Run 1, the metal 1 layer:
Supply wires on this layer in grey.
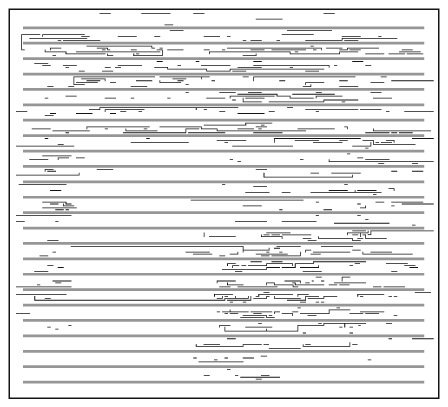
Run 1, the metal 2 layer:
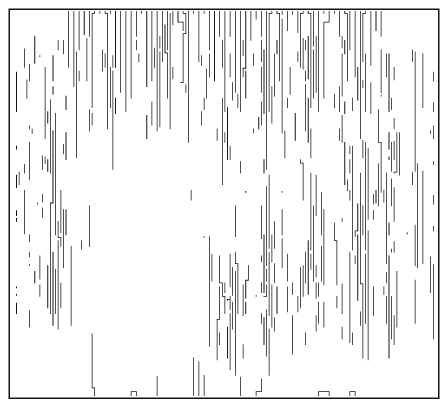
Run 1, the metal 3 layer:
Bar = 20 microns.
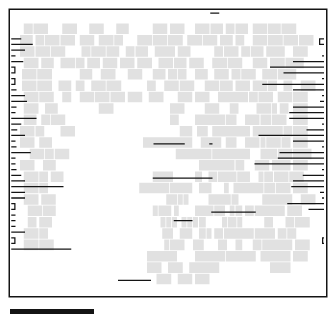
### src/rtl/mem_arb_pkg.sv
// Shared definitions for the two-requester memory arbiter.
// State encoding, read latency and drain length live here so the top level
// and the read tracker agree on them.
package mem_arb_pkg;

  typedef enum logic [1:0] {
    ST_IDLE  = 2'd0,
    ST_OWN0  = 2'd1,
    ST_OWN1  = 2'd2,
    ST_DRAIN = 2'd3
  } arb_state_t;

  localparam int MEM_LATENCY  = 2;
  localparam int DRAIN_CYCLES = 2;
  localparam int DRAIN_W      = $clog2(DRAIN_CYCLES + 1);

  // Ownership state for a given requester index.
  function automatic arb_state_t own_state(input logic who);
    return who ? ST_OWN1 : ST_OWN0;
  endfunction

endpackage

### src/rtl/mem_arbiter_rd_tracker.sv
// Read-latency tracker: a MEM_LATENCY-deep shift register carrying a valid
// bit plus the requester tag of each issued read, so returning data can be
// routed to the requester that asked for it.
module rd_tracker
  import mem_arb_pkg::*;
(
  input  logic clk,
  input  logic rst,
  input  logic issue,
  input  logic owner,
  output logic valid0,
  output logic valid1
);

  logic [MEM_LATENCY-1:0] vld_reg;
  logic [MEM_LATENCY-1:0] tag_reg;
  logic [MEM_LATENCY-1:0] vld_next;
  logic [MEM_LATENCY-1:0] tag_next;

  // Stage 0 takes the new read; every later stage takes its predecessor.
  genvar gi;
  generate
    for (gi = 0; gi < MEM_LATENCY; gi++) begin : g_stage
      if (gi == 0) begin : g_head
        assign vld_next[gi] = issue;
        assign tag_next[gi] = owner;
      end else begin : g_body
        assign vld_next[gi] = vld_reg[gi-1];
        assign tag_next[gi] = tag_reg[gi-1];
      end
    end
  endgenerate

  // Advance the pipeline; reset drops every in-flight read.
  always_ff @(posedge clk) begin
    if (rst) begin
      vld_reg <= '0;
      tag_reg <= '0;
    end else begin
      vld_reg <= vld_next;
      tag_reg <= tag_next;
    end
  end

  assign valid0 = vld_reg[MEM_LATENCY-1] & ~tag_reg[MEM_LATENCY-1];
  assign valid1 = vld_reg[MEM_LATENCY-1] &  tag_reg[MEM_LATENCY-1];

endmodule

### src/rtl/mem_arbiter.sv
// Two-requester memory arbiter (instruction cache = 0, data cache = 1).
// A requester owns memory for a whole burst; after release the arbiter
// drains for DRAIN_CYCLES before arbitrating again. Ties are round-robin,
// or always go to requester 1 when MEM_ARB_FIXED_PRIO_EN is defined.
module mem_arbiter
  import mem_arb_pkg::*;
(
  input  logic        clk,
  input  logic        rst,
  input  logic        req0,
  input  logic        req1,
  input  logic        memRead0,
  input  logic        memRead1,
  input  logic        memWrite0,
  input  logic        memWrite1,
  input  logic [15:0] addr0,
  input  logic [15:0] addr1,
  input  logic [15:0] wdata0,
  input  logic [15:0] wdata1,
  input  logic [15:0] memDataIn,
  output logic        memRead,
  output logic        memWrite,
  output logic [15:0] memAddr,
  output logic [15:0] memDataOut,
  output logic        grant0,
  output logic        grant1,
  output logic [15:0] rdData,
  output logic        rdValid0,
  output logic        rdValid1,
  output logic        busy,
  output logic        err
);

  arb_state_t         state_reg, state_next;
  logic               grant0_reg, grant0_next;
  logic               grant1_reg, grant1_next;
  logic               last_grant_reg, last_grant_next;
  logic               owner_reg, owner_next;
  logic [DRAIN_W-1:0] drain_cnt_reg, drain_cnt_next;
  logic               err_reg, err_next;

  logic               tie_win;
  logic               win;
  logic               sel;
  logic               own_req, own_rd, own_wr;
  logic [15:0]        own_addr, own_wdata;

`ifdef MEM_ARB_FIXED_PRIO_EN
  assign tie_win = 1'b1;
`else
  assign tie_win = ~last_grant_reg;
`endif

  // Requester selected by the current ownership state.
  assign sel       = (state_reg == ST_OWN1);
  assign own_req   = sel ? req1      : req0;
  assign own_rd    = sel ? memRead1  : memRead0;
  assign own_wr    = sel ? memWrite1 : memWrite0;
  assign own_addr  = sel ? addr1     : addr0;
  assign own_wdata = sel ? wdata1    : wdata0;

  // Register the arbitration state, grants and error pulse.
  always_ff @(posedge clk) begin
    if (rst) begin
      state_reg      <= ST_IDLE;
      grant0_reg     <= 1'b0;
      grant1_reg     <= 1'b0;
      last_grant_reg <= 1'b1;
      owner_reg      <= 1'b0;
      drain_cnt_reg  <= '0;
      err_reg        <= 1'b0;
    end else begin
      state_reg      <= state_next;
      grant0_reg     <= grant0_next;
      grant1_reg     <= grant1_next;
      last_grant_reg <= last_grant_next;
      owner_reg      <= owner_next;
      drain_cnt_reg  <= drain_cnt_next;
      err_reg        <= err_next;
    end
  end

  // Next-state logic and the combinational memory-side command path.
  always_comb begin
    state_next      = state_reg;
    grant0_next     = grant0_reg;
    grant1_next     = grant1_reg;
    last_grant_next = last_grant_reg;
    owner_next      = owner_reg;
    drain_cnt_next  = drain_cnt_reg;
    err_next        = 1'b0;
    win             = 1'b0;
    memRead         = 1'b0;
    memWrite        = 1'b0;
    memAddr         = '0;
    memDataOut      = '0;

    case (state_reg)
      ST_IDLE: begin
        if (req0 || req1) begin
          win             = (req0 && req1) ? tie_win : req1;
          state_next      = own_state(win);
          owner_next      = win;
          last_grant_next = win;
          grant0_next     = ~win;
          grant1_next     = win;
        end
      end
      ST_OWN0, ST_OWN1: begin
        memAddr    = own_addr;
        memDataOut = own_wdata;
        // A simultaneous read+write is suppressed and flagged next cycle.
        if (own_rd && own_wr) begin
          err_next = 1'b1;
        end else begin
          memRead  = own_rd;
          memWrite = own_wr;
        end
        if (!own_req) begin
          state_next     = ST_DRAIN;
          drain_cnt_next = DRAIN_W'(DRAIN_CYCLES);
          grant0_next    = 1'b0;
          grant1_next    = 1'b0;
        end
      end
      ST_DRAIN: begin
        if (drain_cnt_reg <= DRAIN_W'(1)) begin
          drain_cnt_next = '0;
          state_next     = ST_IDLE;
        end else begin
          drain_cnt_next = drain_cnt_reg - DRAIN_W'(1);
        end
      end
      default: begin
        state_next = ST_IDLE;
      end
    endcase
  end

  // Owner tag is held through DRAIN so late read data still routes correctly.
  rd_tracker u_rd_tracker (
    .clk    (clk),
    .rst    (rst),
    .issue  (memRead),
    .owner  (owner_reg),
    .valid0 (rdValid0),
    .valid1 (rdValid1)
  );

  assign grant0 = grant0_reg;
  assign grant1 = grant1_reg;
  assign err    = err_reg;
  assign busy   = (state_reg != ST_IDLE);
  assign rdData = memDataIn;

endmodule

### config.mk
export PLATFORM = sky130hd
export DESIGN_NAME = mem_arbiter
export DESIGN_NICKNAME = d
export VERILOG_FILES = /design/src/rtl/mem_arb_pkg.sv /design/src/rtl/mem_arbiter_rd_tracker.sv /design/src/rtl/mem_arbiter.sv
export SDC_FILE = /design/constraint.sdc
export NUM_CORES = 1
export LEC_CHECK = 0
export CAP_MARGIN = 15
export CORE_ASPECT_RATIO = 0.9
export CORE_MARGIN = 2
export CORE_UTILIZATION = 28
export CTS_CLUSTER_SIZE = 28
export DETAILED_ROUTE_END_ITERATION = 8
export PLACE_DENSITY = 0.92
export SETUP_SLACK_MARGIN = 0.3
export SLEW_MARGIN = 20
export SYNTH_ARGS = -nofsm -noshare
export SYNTH_HDL_FRONTEND = slang
export SYNTH_SLANG_ARGS = --single-unit
### constraint.sdc
create_clock -name clk -period 2.45 [get_ports clk]
set_clock_uncertainty 0.1 [all_clocks]
set_input_delay 0.245 -clock clk [delete_from_list [all_inputs] [get_ports clk]]
set_output_delay 0.245 -clock clk [all_outputs]
set_load 0.005 [all_outputs]
==> PnR_summary.wiki, run 1 <==
=== Synthesis and place and route ===
{| class="wikitable"
! Metric !! Value
|-
| Status || finished clean
|-
| Post-layout instance area || 2520 sq um
|-
| Worst hold endpoint || u_rd_tracker.tag_reg[1]
|-
| I/O pin count || about 140
|-
| Drt first-iter violations || 28
|-
| Number of enable flip-flop cells || 0
|-
| Yosys cell count || about 160
|-
| Final Max Slew Viols || 0
|-
| Number of global-route vias before repair || 1256
|-
| Cts repair resizes || 34
|-
| Ratio of cells with drive above 1 in the final layout || a little under a tenth
|-
| DP Cell Count || slightly above 300
|-
| Commonest flop || sky130_fd_sc_hd__dfxtp_1
|-
| Worst max-slew margin expressed relative to the limit || between 60% and 70%
|-
| Achievable frequency || between 0.4 and 0.5 GHz
|-
| Placed Instance Area || about 2400 sq um
|-
| Critical register-to-register path endpoint || grant1
|-
| Growth of design area from synthesis to finish || 95.0%
|-
| Critical hold path startpoint || u_rd_tracker.tag_reg[0]
|-
| Horizontal die size || ~76 microns
|-
| Leading cell types by total area after synthesis || sky130_fd_sc_hd__mux2i_1 (26%), sky130_fd_sc_hd__dfxtp_1 (20%), sky130_fd_sc_hd__nor2b_1 (18%), sky130_fd_sc_hd__buf_4 (9.3%), sky130_fd_sc_hd__ha_1 (2.9%)
|-
| Chip Area || about 5200 sq um
|-
| Maximum count of clock buffers along a single path || 2
|-
| Unique cell types || 29
|-
| Logic depth of the worst setup path including buffers || 6
|-
| Pin count of the biggest net entering global routing || 23
|-
| Met2 Resource Use GR || 24.1%
|-
| Grt ovf || 0
|-
| Final GP Congestion || around 0.78
|}
## Picture notes: 'the metal 1 layer'
longest straight run	33.6 microns
nets with wire on the layer	277
post-detailed-routing wire length: 4070 microns
routed vias: 1405
global routing usage on met1: 16.0%

## Picture notes: 'the metal 2 layer'
main direction	vertical
longest straight run	27.9 microns
wire length on this layer	2170 microns
nets with wire on the layer	292

## Picture notes: 'the metal 3 layer'
nets with wire on the layer	66
main direction	horizontal
longest straight run	16.3 microns
wire length on this layer	318 microns

run 1: cells by family (layout without fill, tap and decap cells):
| kind of cell | count (synthesis) | after routing | synth area share [%] |
|---|---|---|---|
| DFF | 13 | 13 | 20.2 |
| buffers and inverters | 28 | 126 | 13.7 |
| AOI/OAI and AO/OA | 13 | 13 | 7.75 |
| adders and majority gates | 3 | 3 | 2.91 |
| muxes | 35 | 35 | 27.6 |
| and+or+nand+nor | 64 | 64 | 27.9 |
run 1: routing by layer:
| layer | part of all wire, % | vias to the layer above | wire length [microns] |
|---|---|---|---|
| met5 | 0 | - | 0 |
| met4 | 1.4 | 0 | 59 |
| met3 | 7.8 | 9 | 318 |
| met2 | 53 | 63 | 2170 |
| met1 | 37 | 632 | 1520 |
| li1 | - | 701 | - |
run 1: through the flow:
| step | utilization (%) | setup slack (ns) |
|---|---|---|
| 2_1_floorplan | - | 0.632 |
| 3_3_place_gp | 53.4 | 0.334 |
| 3_5_place_dp | 53.4 | 0.285 |
| 4_1_cts | 55.7 | 0.236 |
| 5_1_grt | 56.8 | 0.254 |
| 6_report | 56.8 | 0.366 |
run 1: power breakdown:
group          internal, W  leakage [nW]  switching, W
sequential        0.000265         0.108     0.0000328
clock             0.000115        0.0228     0.0000727
combinational     0.000973         0.971      0.000596
total              0.00135          1.10      0.000701
run 1: final cells by class:
class | count | area, sq um
Inverter | 3 | 13.8
Timing Repair Buffer | 119 | 1210
Sequential cell | 13 | 268
Multi-Input combinational cell | 115 | 898
Clock buffer | 4 | 45.0
Fill cell | 417 | 1910
Tap cell | 62 | 77.6
## Run 2: what changed since run 1
--- a/config.mk
+++ b/config.mk
@@ -9,7 +9,6 @@
 export CORE_ASPECT_RATIO = 0.9
 export CORE_MARGIN = 2
 export CORE_UTILIZATION = 28
-export CTS_CLUSTER_SIZE = 28
 export DETAILED_ROUTE_END_ITERATION = 8
 export PLACE_DENSITY = 0.92
 export SETUP_SLACK_MARGIN = 0.3
==> run 2 against run 1 <==
  * Flip-flop count did not move
  * Area after synthesis did not move
  * Final area did not move
  * Via count did not move
  * Cell count did not move
  * Critical path depth did not move
  * Sequential power barely moved
  * First-iteration DRC count did not move
  * Global-route usage did not move
  * Power did not move
  * Register-to-register slack barely moved
  * Combinational power barely moved
==> PnR_summary.wiki, run 2 <==
=== Synthesis and place and route ===
{| class="wikitable"
! Metric !! Value
|-
| Status || finished clean
|-
| Achievable frequency || 0.480 GHz (unchanged)
|-
| Maximum count of clock buffers along a single path || 2 (unchanged)
|-
| Top Layout Cells || sky130_fd_sc_hd__clkdlybuf4s50_1 (81), sky130_fd_sc_hd__nor2b_1 (36), sky130_fd_sc_hd__mux2i_1 (32)
|-
| Crit path largest cell delay || 0.49 ns
|-
| Final count of negative-setup-slack endpoints || 0
|-
| Post-detailed-routing wire length || 4070 microns (unchanged)
|-
| Commonest flop || sky130_fd_sc_hd__dfxtp_1
|-
| Flop area || 268 sq um (unchanged)
|-
| Filler Cells Inserted || 417 (unchanged)
|-
| Total inserted antenna cells || 0
|-
| Number of cells on the worst reg-to-reg path || 8
|-
| Pin count of the biggest net entering global routing || 23 (unchanged)
|-
| Internal power consumption || 0.00135 W (unchanged)
|-
| Ratio of cells with drive above 1 in the final layout || 9.45% (unchanged)
|-
| Grt ovf || 0 (unchanged)
|-
| Total clock buffers created by CTS || 3
|-
| Largest power group || combinational logic
|-
| Power per standard cell area || around 820 nW/um^2
|-
| I/O pin count || 144 (unchanged)
|-
| Critical register-to-register path endpoint || grant1
|-
| Horizontal die size || 75.6 microns (unchanged)
|-
| Post-synth top cells || sky130_fd_sc_hd__nor2b_1 (37), sky130_fd_sc_hd__mux2i_1 (33), sky130_fd_sc_hd__buf_4 (16)
|-
| Net load switching power || 0.000701 W (unchanged)
|-
| Drt first-iter violations || 28 (unchanged)
|-
| Maximum VDD drop || 0.368 mV
|-
| Die Y-Extent || ~70 microns
|-
| Worst max-slew margin expressed relative to the limit || 67.4% (unchanged)
|-
| Comb. pwr || 0.00157 W (about the same)
|-
| Worst hold slack || ~0.34 ns
|-
| Yosys cell count || 156 (unchanged)
|-
| Post-layout instance area || 2520 sq um (unchanged)
|-
| Mapped Area || around 1300 sq um
|-
| RSZ-0062 raised after global routing || yes
|-
| Final GP Congestion || 0.778 (unchanged)
|-
| Post-layout util || 56.8% (unchanged)
|-
| Combinational fraction of design power || 76.4% (about the same)
|-
| Sequential power || 0.000298 W (about the same)
|-
| Combined area of the multi-input logic cells || 898 sq um (unchanged)
|-
| Number of enable flip-flop cells || 0 (unchanged)
|-
| Final Max Slew Viols || 0 (unchanged)
|-
| Logic depth of the worst setup path including buffers || 6 (unchanged)
|-
| Leading cell types by total area after synthesis || sky130_fd_sc_hd__mux2i_1 (26%), sky130_fd_sc_hd__dfxtp_1 (20%), sky130_fd_sc_hd__nor2b_1 (18%), sky130_fd_sc_hd__buf_4 (9.3%), sky130_fd_sc_hd__ha_1 (2.9%)
|-
| Placed Instance Area || 2360 sq um (unchanged)
|-
| Sequential share of power || 14.5% (about the same)
|-
| Fraction of power consumed by the clock network || 9.1% (about the same)
|-
| Routed vias || 1405 (unchanged)
|-
| Number of global-route vias before repair || 1256 (unchanged)
|}
run 2: layout make-up:
type | count | area share [%]
Timing Repair Buffer | 119 | 48.3
Tap cell | 62 | 3.08
Multi-Input combinational cell | 115 | 35.7
Inverter | 3 | 0.547
Sequential cell | 13 | 10.6
Clock buffer | 4 | 1.79
run 2: timing repair:
item,in CTS,in global routing
setup endpoints to repair,34,8
gates resized,34,10
hold buffers,0,0
gates cloned,1,0
buffers inserted,3,1
pin swaps,2,3
run 2: worst min path at each step:
stage | from | to | slack [ns] | cells after the start
detailed placement | u_rd_tracker.tag_reg[0] | u_rd_tracker.tag_reg[1] | 0.33 | 1
global route | u_rd_tracker.tag_reg[0] | u_rd_tracker.tag_reg[1] | 0.35 | 1
finish | u_rd_tracker.tag_reg[0] | u_rd_tracker.tag_reg[1] | 0.34 | 1
CTS | u_rd_tracker.tag_reg[0] | u_rd_tracker.tag_reg[1] | 0.35 | 1
global placement | u_rd_tracker.tag_reg[0] | u_rd_tracker.tag_reg[1] | 0.32 | 1
floorplan | rst | u_rd_tracker.vld_reg[0] | 0.22 | 1
run 2: per-layer routing:
layer,part of all wire (%),GRT usage (%),up-vias
met2,53,24.1,63
met4,1.4,6.14,0
met3,7.8,4.27,9
met1,37,16.0,632
li1,-,-,701
met5,0,0,-
run 2: logic make-up after synthesis:
family                   after synthesis  synth area share (%)
flip-flops                            13                  20.2
buffers and inverters                 28                  13.7
multiplexers                          35                  27.6
AND-OR/OR-AND                         13                  7.75
adder cells (fa/ha/maj)                3                  2.91
AND/OR/NAND/NOR                       64                  27.9
run 2: through the flow:
step | total power, W | worst slack [ns]
after floorplan | 0.00105 | 0.632
after detailed placement | 0.00179 | 0.285
after global placement | 0.00177 | 0.334
after CTS | 0.00205 | 0.236
after global routing | 0.00222 | 0.254
final | 0.00205 | 0.366
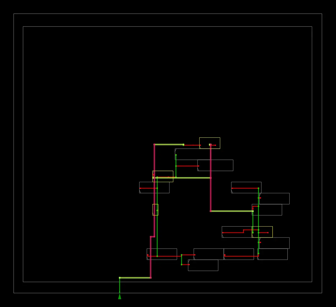
Run 2: the clock network
sequential cell count: 13
latest clock arrival within the worst-skew pair: 0.24 ns
clock distribution power: 0.000187 W
Clock Buffer Count: 4
number of clock sinks: 13

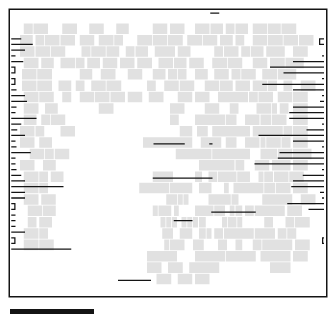
Run 2: the metal 3 layer
Bar = 20 microns.
main direction	horizontal
wire length on this layer	318 microns
nets with wire on the layer	66
met3 capacity usage during global routing: 4.27%

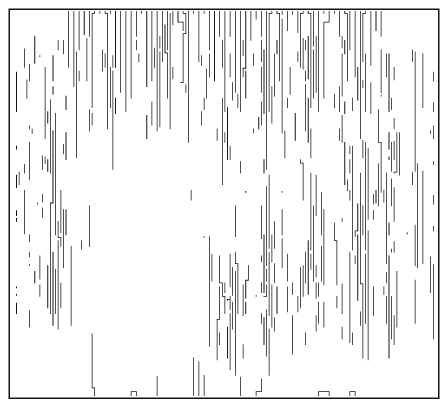
Run 2: the metal 2 layer
nets with wire on the layer	292
main direction	vertical
longest straight run	27.9 microns
wire length on this layer	2170 microns
share of all routed wire	53%

## Run 3: what changed since run 2
==> constraint.sdc (replaced) <==
create_clock -name clk -period 2.12 [get_ports clk]
set_clock_uncertainty 0.1 [all_clocks]
set_input_delay 0.212 -clock clk [delete_from_list [all_inputs] [get_ports clk]]
set_output_delay 0.212 -clock clk [all_outputs]
set_load 0.005 [all_outputs]
==> run 3 against run 2 <==
  * Utilization rose by 2.8 points
  * First-iteration DRC count rose by 64%
  * Flip-flop count did not move
  * Largest cell class unchanged
  * Highest routed layer unchanged
==> PnR_summary.wiki, run 3 <==
=== Synthesis and place and route ===
{| class="wikitable"
! Metric !! Value
|-
| Horizontal die size || 75.6 microns (unchanged)
|-
| Global routing usage on met1 || 17.9% (+1.9 points)
|-
| I/O pin count || 144 (unchanged)
|-
| Crit path largest cell delay || 0.35 ns (-0.14 ns)
|-
| Comb. pwr || 0.00217 W (+38%)
|-
| Worst max-slew margin expressed relative to the limit || 74.2% (+6.8 points)
|-
| Number of clock sinks || 13 (unchanged)
|-
| Met3 capacity usage during global routing || 2.95% (-1.3 points)
|-
| Simple-Gate Area Share || 27.9% (unchanged)
|-
| Number of global-route vias before repair || 1401 (+12%)
|-
| Fraction of power consumed by the clock network || 8.0% (-1.1 points)
|-
| Post-synth top cells || sky130_fd_sc_hd__nor2b_1 (37), sky130_fd_sc_hd__mux2i_1 (33), sky130_fd_sc_hd__buf_4 (16)
|-
| Hold-fix buffer count after cts || 0 (unchanged)
|-
| Internal power consumption || 0.00175 W (+30%)
|-
| Post-detailed-routing wire length || 4670 microns (+15%)
|-
| Layer with the highest usage after global routing || met2
|-
| Status || finished clean
|-
| Ratio of cells with drive above 1 in the final layout || 29.6% (+20 points)
|-
| Die Y-Extent || 68.4 microns (unchanged)
|-
| Prevailing logic family in the synthesized netlist || simple AND/OR/NAND/NOR gates
|-
| Adder-cell share of the synthesized area || 2.91% (unchanged)
|-
| Mux share of post-synthesis cell area || 27.6% (unchanged)
|-
| Grt ovf || 0 (unchanged)
|-
| Combinational fraction of design power || 79.3% (+2.9 points)
|-
| Drt first-iter violations || 46 (+64%)
|-
| Post-Synth AOI/OAI Area || 7.75% (unchanged)
|-
| Yosys cell count || 156 (unchanged)
|-
| Cts repair resizes || 74 (+120%)
|-
| Critical hold path startpoint || memDataIn[13]
|-
| Worst hold slack || 0.324 ns (-0.0132 ns)
|-
| Synth Area in XOR/XNOR || 0% (unchanged)
|-
| Hold Path Depth || 0 (-1)
|-
| Number of enable flip-flop cells || 0 (unchanged)
|}
run 3: area by class of cell:
class	count	area [sq um]	area share (%)
timing repair buffer	139	1310	49.5
multi-input combinational	115	932	35.3
sequential	13	265	10.0
tap	62	77.6	2.94
clock buffer	4	45.0	1.71
inverter	3	13.8	0.521
run 3: worst register-to-register path, cell delays in order (launching register included):
cell	delay, ns
sky130_fd_sc_hd__dfxtp_2	0.35
sky130_fd_sc_hd__inv_4	0.05
sky130_fd_sc_hd__ha_4	0.18
sky130_fd_sc_hd__buf_4	0.14
sky130_fd_sc_hd__mux2_4	0.33
sky130_fd_sc_hd__a221oi_4	0.27
sky130_fd_sc_hd__nor2_1	0.10
sky130_fd_sc_hd__a311oi_1	0.26
run 3: through the flow:
step / setup slack, ns / util [%] / cells / power, W / cell area [sq um]
floorplan: 0.302 / - / 156 / 0.00121 / 1290
global placement: 0.158 / 53.9 / 310 / 0.00209 / 2390
detailed placement: 0.115 / 53.9 / 310 / 0.00212 / 2390
CTS: 0.170 / 58.7 / 331 / 0.00256 / 2600
global route: 0.126 / 59.6 / 336 / 0.00292 / 2640
finish: 0.228 / 59.6 / 336 / 0.00273 / 2640
run 3: worst max path at each step:
stage	endpoint	depth (start not counted)	slack, ns
2_1_floorplan	grant0	7	0.30
3_3_place_gp	memAddr[13]	6	0.16
3_5_place_dp	memAddr[11]	6	0.12
4_1_cts	memWrite	7	0.17
5_1_grt	state_reg[1]	7	0.13
6_report	state_reg[1]	7	0.23
run 3: routing by layer:
layer / up-vias / routed length (microns) / share of wire (%)
met5: - / 0 / 0
met4: 0 / 55 / 1.2
met3: 10 / 353 / 7.6
met2: 77 / 2460 / 53
met1: 708 / 1800 / 39
li1: 743 / - / -
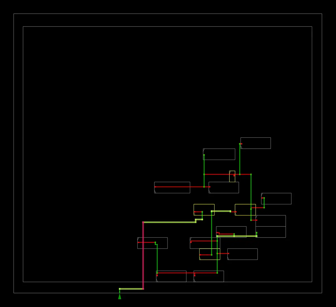
Run 3: the clock network
total clock buffers created by CTS: 3
clock distribution power: 0.000220 W

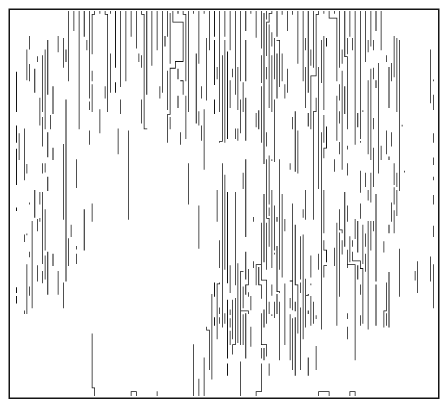
Run 3: the metal 2 layer
share of all routed wire	53%
nets with wire on the layer	321
wire length on this layer	2460 microns
longest straight run	34.7 microns
main direction	vertical

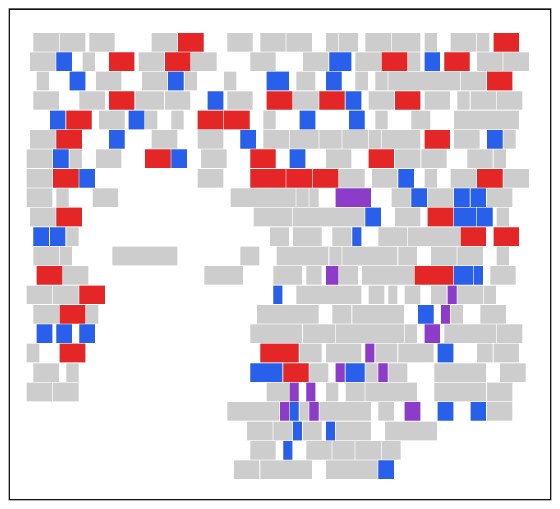
Run 3: gate-type map
colour	family	cells	most used
red	multiplexers	35	mux2i_1
blue	NOR gates	47	nor2b_1
purple	NAND gates	13	nand2_1

Power is estimated from default activity; no workload was simulated.
